==> src/rtl/fetch_queue_if.sv <==
// fetch_queue_if
//   Groups the instruction-memory bus, the decode-side output handshake and
//   the redirect inputs of the prefetch queue.
//
//   Signals
//     imem_req     fetch strobe (queue -> memory)
//     imem_addr    word-aligned fetch address (queue -> memory)
//     imem_rdata   read data, one cycle after imem_req (memory -> queue)
//     redirect     taken branch from decode, flushes the queue
//     redirect_pc  branch target
//     out_valid    head entry valid (queue -> decode)
//     out_inst     head instruction
//     out_pc4      head instruction address + 4
//     out_ready    decode accepts head entry
//     count        occupied entries
//
//   Modports
//     master : the queue itself
//     slave  : the surrounding memory / decode logic
interface fetch_queue_if #(
    parameter int DEPTH = 4
);
    localparam int CW = $clog2(DEPTH) + 1;

    logic          imem_req;
    logic [31:0]   imem_addr;
    logic [31:0]   imem_rdata;
    logic          redirect;
    logic [31:0]   redirect_pc;
    logic          out_valid;
    logic [31:0]   out_inst;
    logic [31:0]   out_pc4;
    logic          out_ready;
    logic [CW-1:0] count;

    modport master (
        output imem_req, imem_addr, out_valid, out_inst, out_pc4, count,
        input  imem_rdata, redirect, redirect_pc, out_ready
    );

    modport slave (
        input  imem_req, imem_addr, out_valid, out_inst, out_pc4, count,
        output imem_rdata, redirect, redirect_pc, out_ready
    );
endinterface

==> src/rtl/fetch_queue.sv <==
// fetch_queue
//   Instruction prefetch buffer between a synchronous instruction memory and
//   the fetch/decode pipeline register. Issues sequential word fetches on its
//   own, buffers up to DEPTH {instruction, pc+4} entries and presents them in
//   order. A redirect flushes everything, buffered and in flight, and restarts
//   fetching at the (word-aligned) target.
//
//   Ports
//     clk    rising-edge clock
//     reset  synchronous, active-high; dominates every other input
//     bus    fetch_queue_if.master (memory bus, decode handshake, redirect)
//
//   Handshake: an entry transfers on a rising edge where out_valid and
//   out_ready are both high. out_valid never depends on out_ready, and the
//   head entry is held stable while out_valid=1 and out_ready=0.
module fetch_queue #(
    parameter int          DEPTH    = 4,
    parameter logic [31:0] RESET_PC = 32'h0000_0000
) (
    input  logic             clk,
    input  logic             reset,
    fetch_queue_if.master    bus
);
    localparam int AW = $clog2(DEPTH);
    localparam int CW = AW + 1;
    localparam logic [CW:0]   DEPTH_W = (CW+1)'(DEPTH);
    localparam logic [CW-1:0] FULL    = CW'(DEPTH);

    logic [31:0]   inst_mem [DEPTH];
    logic [31:0]   pc4_mem  [DEPTH];
    logic [AW-1:0] head_q;
    logic [AW-1:0] tail_q;
    logic [CW-1:0] count_q;
    logic [31:0]   fetch_pc_q;
    logic [31:0]   inflight_addr_q;
    logic          inflight_q;

    logic          issue;
    logic          push;
    logic          pop;
    logic          empty;
    logic [CW:0]   credits_used;

    always_comb begin
        empty        = (count_q == '0);
        // The in-flight request already owns a slot; a pop in this same
        // cycle is deliberately not credited, keeping the check simple.
        credits_used = {1'b0, count_q} + {{CW{1'b0}}, inflight_q};
        issue        = !reset && !bus.redirect && (credits_used < DEPTH_W);
        push         = !reset && !bus.redirect && inflight_q;

        bus.imem_req  = issue;
        bus.imem_addr = fetch_pc_q;
        bus.out_valid = !reset && !bus.redirect && !empty;
        bus.out_inst  = (!reset && !empty) ? inst_mem[head_q] : 32'h0;
        bus.out_pc4   = (!reset && !empty) ? pc4_mem[head_q]  : 32'h0;
        bus.count     = count_q;

        pop           = bus.out_valid && bus.out_ready;
    end

    always_ff @(posedge clk) begin
        if (reset) begin
            fetch_pc_q      <= RESET_PC;
            inflight_addr_q <= RESET_PC;
            inflight_q      <= 1'b0;
            count_q         <= '0;
            head_q          <= '0;
            tail_q          <= '0;
        end else if (bus.redirect) begin
            // Redirect wins over push, pop and issue; the response arriving
            // this cycle is simply dropped.
            fetch_pc_q <= {bus.redirect_pc[31:2], 2'b00};
            inflight_q <= 1'b0;
            count_q    <= '0;
            head_q     <= '0;
            tail_q     <= '0;
        end else begin
            inflight_q <= issue;
            if (issue) begin
                inflight_addr_q <= fetch_pc_q;
                fetch_pc_q      <= fetch_pc_q + 32'd4;
            end
            if (push) tail_q <= tail_q + 1'b1;
            if (pop)  head_q <= head_q + 1'b1;
            case ({push, pop})
                2'b10:   count_q <= count_q + 1'b1;
                2'b01:   count_q <= count_q - 1'b1;
                default: count_q <= count_q;
            endcase
        end
    end

    // Storage needs no reset: entries are only visible through count.
    always_ff @(posedge clk) begin
        if (push) begin
            inst_mem[tail_q] <= bus.imem_rdata;
            pc4_mem[tail_q]  <= inflight_addr_q + 32'd4;
        end
    end

    // The credit rule makes a push into a full queue impossible.
    assert property (@(posedge clk) disable iff (reset) push |-> (count_q != FULL))
        else $error("fetch_queue: push into full queue");
endmodule
==> src/flat_wrapper.sv <==
// flat-port wrapper written by rule: the top's interface ports become plain ports
module fetch_queue_flat 
#(
    parameter int          DEPTH    = 4,
    parameter logic [31:0] RESET_PC = 32'h0000_0000
)
  (clk, reset, bus_imem_req, bus_imem_addr, bus_out_valid, bus_out_inst, bus_out_pc4, bus_count, bus_imem_rdata, bus_redirect, bus_redirect_pc, bus_out_ready);
  fetch_queue_if #(.DEPTH(DEPTH)) bus_i ();
  input  logic clk;
  input  logic reset;
  output wire logic [$bits(bus_i.imem_req)-1:0] bus_imem_req;
  output wire logic [$bits(bus_i.imem_addr)-1:0] bus_imem_addr;
  output wire logic [$bits(bus_i.out_valid)-1:0] bus_out_valid;
  output wire logic [$bits(bus_i.out_inst)-1:0] bus_out_inst;
  output wire logic [$bits(bus_i.out_pc4)-1:0] bus_out_pc4;
  output wire logic [$bits(bus_i.count)-1:0] bus_count;
  input wire logic [$bits(bus_i.imem_rdata)-1:0] bus_imem_rdata;
  input wire logic [$bits(bus_i.redirect)-1:0] bus_redirect;
  input wire logic [$bits(bus_i.redirect_pc)-1:0] bus_redirect_pc;
  input wire logic [$bits(bus_i.out_ready)-1:0] bus_out_ready;
  assign bus_imem_req = bus_i.imem_req;
  assign bus_imem_addr = bus_i.imem_addr;
  assign bus_out_valid = bus_i.out_valid;
  assign bus_out_inst = bus_i.out_inst;
  assign bus_out_pc4 = bus_i.out_pc4;
  assign bus_count = bus_i.count;
  assign bus_i.imem_rdata = bus_imem_rdata;
  assign bus_i.redirect = bus_redirect;
  assign bus_i.redirect_pc = bus_redirect_pc;
  assign bus_i.out_ready = bus_out_ready;
  fetch_queue #(.DEPTH(DEPTH), .RESET_PC(RESET_PC)) u_core (.clk(clk), .reset(reset), .bus(bus_i));
endmodule
==> config.mk <==
export PLATFORM = sky130hd
export DESIGN_NAME = fetch_queue_flat
export DESIGN_NICKNAME = d
export VERILOG_FILES = /design/src/rtl/fetch_queue_if.sv /design/src/rtl/fetch_queue.sv /design/src/flat_wrapper.sv
export SDC_FILE = /design/constraint.sdc
export NUM_CORES = 1
export LEC_CHECK = 0
export CAP_MARGIN = 20
export CORE_UTILIZATION = 60
export CTS_BUF_LIST = sky130_fd_sc_hd__clkbuf_4 sky130_fd_sc_hd__clkbuf_8 sky130_fd_sc_hd__clkbuf_16
export CTS_CLUSTER_SIZE = 20
export DETAILED_ROUTE_END_ITERATION = 16
export PLACE_DENSITY = 0.88
export SLEW_MARGIN = 20
export SYNTH_ARGS = -nofsm -noshare
export SYNTH_HDL_FRONTEND = slang
export SYNTH_SLANG_ARGS = --single-unit
==> constraint.sdc <==
create_clock -name clk -period 9.35 [get_ports clk]
set_input_delay 1.87 -clock clk [delete_from_list [all_inputs] [get_ports clk]]
set_output_delay 1.87 -clock clk [all_outputs]
set_load 0.005 [all_outputs]
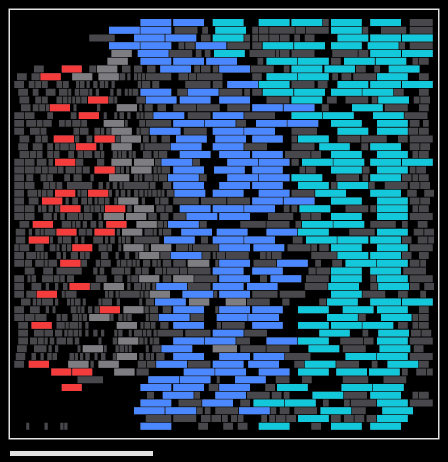
Figure 1: sequential cells colored by netlist name.
The bar under the picture is 50 um long. Other sequential cells in the stronger gray, the rest of the logic in the fainter gray.
u_core.pc4_mem -> blue  # flops 120
u_core.bus.imem_addr -> red  # flops 30, where a vertical strip on the left
u_core.inst_mem -> cyan  # flops 128, where a vertical strip on the right
not colored = 40

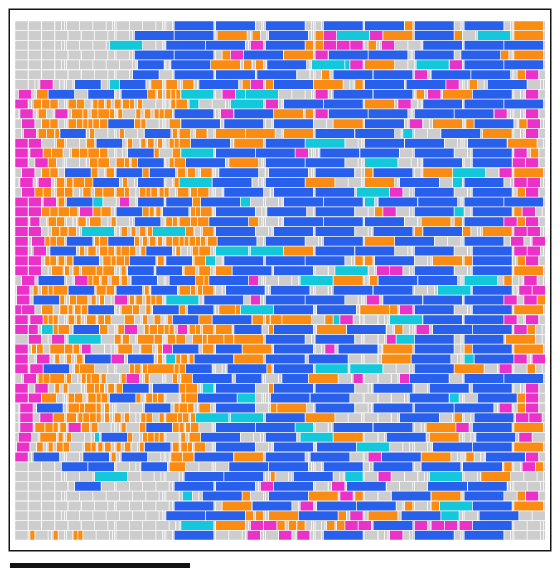
Figure 2: placed cells, one color a class.
The bar under the picture is 50 um long. Fill, decap, tap and diode cells in gray.
flops -> blue  # cells 318, share of their area 56%
other buffers and delay cells -> magenta  # cells 174, share of their area 11%
all other logic -> orange  # cells 526, share of their area 26%
clock drivers and dummy loads -> cyan  # cells 60, share of their area 7.1%

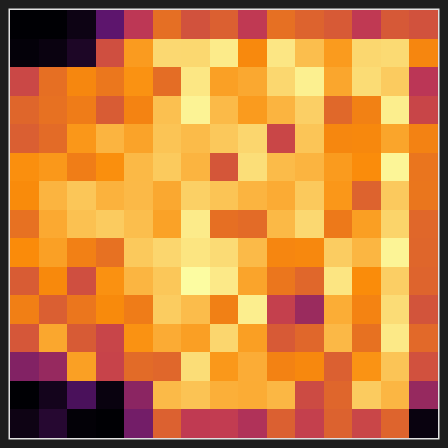
Figure 3: placement density heat map.
15 x 15 tiles, from black (low) to pale yellow (high), 0 to 100% covered.
nearly empty tiles = 2.7%
tiles over 75% full = 49%
fullest tile = 99%

==> results.txt <==
flow finished, numbers: Dominant flop cell=edfxtp_1, clock transition at the registers of the reported paths=0.06 ns, Commonest Layout Cell=edfxtp_1, XOR/XNOR Area Share=2.804%, Ys Warns=0, Unique masters post-synth=about 43, Die Wd=149.9 um, Worst Tran Pin Value=0.9295 ns, Setup Fix Bufs, Post-CTS=0, Synth top cell by count=edfxtp_1, n_diodes=0, routed wire length=27320 um, GPL Wtd Cong=0.8228, Synth area leaders=edfxtp_1 (57%), dfxtp_1 (11%), mux4_2 (11%), yosys aoi share=4.302%, Sw Share=19.70%, core outline area=21220 um2, # nets final=1130, antenna-violating nets left=0, P per Cell Area=about 190 nW/um2, Final Instance Area=16060 um2, Clock net power=1.31 mW, GR Overflow Total=0, die height=149.9 um, global routing's busiest layer=met2, ratio of cells with drive above 1 in the final layout=13.64%, worst vdd ir=0.0001208 V, Late-Pin Clk Latency=0.50 ns, Top Family by Delay on Critical Path=buffers and inverters, Post-synth mux share=roughly 11%, worst path bufs/invs=5, synthesis area per yosys=13120 um2, post-layout minimum cycle time=6.845 ns, htree depth=2, Total GRT Usage=24.43%, Synth Cell Area=13120 um2, CP max FO=73, First-pass DRT Iterations=5, adder share=0.8203%, RSZ-0062 raised after global routing=no, Sequential Power Share=52.2%, Syn Inst Count=895, Largest logic family=multiplexers, status=finished clean, Worst path slowest cell=clkdlybuf4s50_1, antenna violations before repair=0, chip area=22460 um2, WHS=around 0.48 ns, Clock Path Buffers=3, largest net degree at the start of global routing=~74, first-pass GRT wire length=41500 um, final hold violations=0, max-slew violations=0, Final HPWL DP=around 16000 um, Post-synth top cells=edfxtp_1 (248), nand2_1 (101), and2_1 (75), Clock Power Share=between 40% and 50%, TritonCTS Sinks=318, Comb area=3988 um2, CP Cell Sequence=clkdlybuf4s50_1 -> buf_4 -> or2_1 -> or3_2 -> buf_4 -> inv_2 -> clkdlybuf4s50_1, Seq/Total Area, Yosys=between 60 and 70%, Via-to-Cell Ratio=5.885, number of global-route vias before repair=7644, Max-slew headroom=38.03%, dominant cell type by area after synthesis=edfxtp_1, Final Cycle Share=between 70% and 80%, cell count in the Yosys report=895, sequential power=1.56 mW, CP Data Required Time=7.48 ns, Area Overhead vs Synth=22.42%, num rows=53, Syn Area/Cell=14.66 um2, Top cell area share=between 50% and 60%, Met3 Wirelength=2103 um, Metal-1 WL=11530 um, top layer in use=met4, Initial Util=61.82%, DRC Markers=0, P_comb=0.115 mW, crit end category=output port, most numerous logic cells after layout=edfxtp_1 (248), clkdlybuf4s50_1 (161), nand2_1 (101), clock skew=0.01332 ns, Gate power share=3.8%, CP startpoint kind=input pin, hold_buf cts=0, Post-CTS Resized=0, clock root cell=clkbuf_16, Setup CP Type=in2out, via count=around 8000, CTS tree=done, Hold Path Class=reg2reg, Final setup viols=0, metal2 WL=13010 um, slowest stage delay, CP=~0.63 ns, setup TNS=0 ns, Fmax=0.1461 GHz, Post-synth regs=around 320, GRT met2 Usage=38.68%
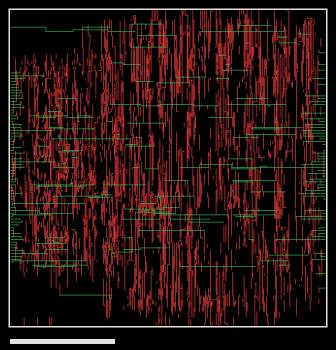
Figure 4: routed metal, one color a layer.
The bar under the picture is 50 um long. Only two layers are drawn.
met3 -> green  # wire length 2100 um
met2 -> red  # wire length 13000 um

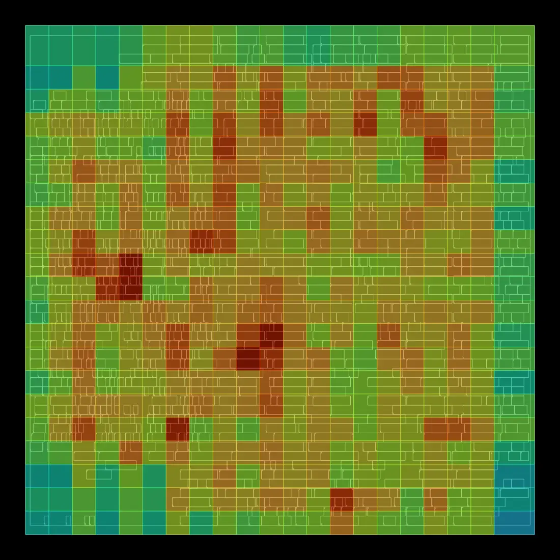
Figure 5: routing congestion map.
Layout Utilization: 75.67%
met3 global-route usage: 4.848%

==> worst min-delay path, delay by kind of cell, from the launching register on <==
family | cells | cell delay (ns)
flip-flops | 1 | 0.33
AND/OR/NAND/NOR | 1 | 0.06
AND-OR/OR-AND | 1 | 0.05
==> path summary, 6_finish.rpt <==
path / start / slack [ns] / cells past startpoint / endpoint
max: bus_redirect / 2.50 / 7 / bus_imem_req
min: u_core.bus.imem_addr[31]$_SDFFE_PP0P_ / 0.48 / 2 / u_core.inflight_addr_q[31]$_SDFFE_PP0P_
min reg2reg: u_core.bus.imem_addr[31]$_SDFFE_PP0P_ / 0.48 / 2 / u_core.inflight_addr_q[31]$_SDFFE_PP0P_
max reg2reg: u_core.inflight_q$_SDFF_PP0_ / 6.32 / 7 / u_core.bus.imem_addr[18]$_SDFFE_PP0P_
==> cell type report <==
cell class                      instances  share of cell area [%]
Clock inverter                          6                  0.3740
Timing Repair Buffer                  174                   10.63
Sequential cell                       318                   55.13
Multi-Input combinational cell        511                   24.83
Tap cell                              275                   2.143
Inverter                               15                  0.3506
Clock buffer                           54                   6.537
==> registers in the layout, summed over array words and instances, names as in the netlist, named ones only <==
register and cells:
u_core.bus.count 3, u_core.bus.imem_addr 30, u_core.head_q 2, u_core.inflight_addr_q 30, u_core.inflight_q 1, u_core.inst_mem 128, u_core.pc4_mem 120, u_core.tail_q 2
==> through the flow <==
stage	util (%)	total power, mW	std cells	worst slack [ns]
after floorplan	-	1.633	898	4.240
after global placement	70.44	1.696	1293	2.537
after detailed placement	70.44	1.700	1293	2.525
after CTS	75.67	3.006	1353	2.517
after global routing	75.67	3.072	1353	2.347
final	75.67	2.984	1353	2.505
No activity file was given, so power comes from the tool's default toggle rates.
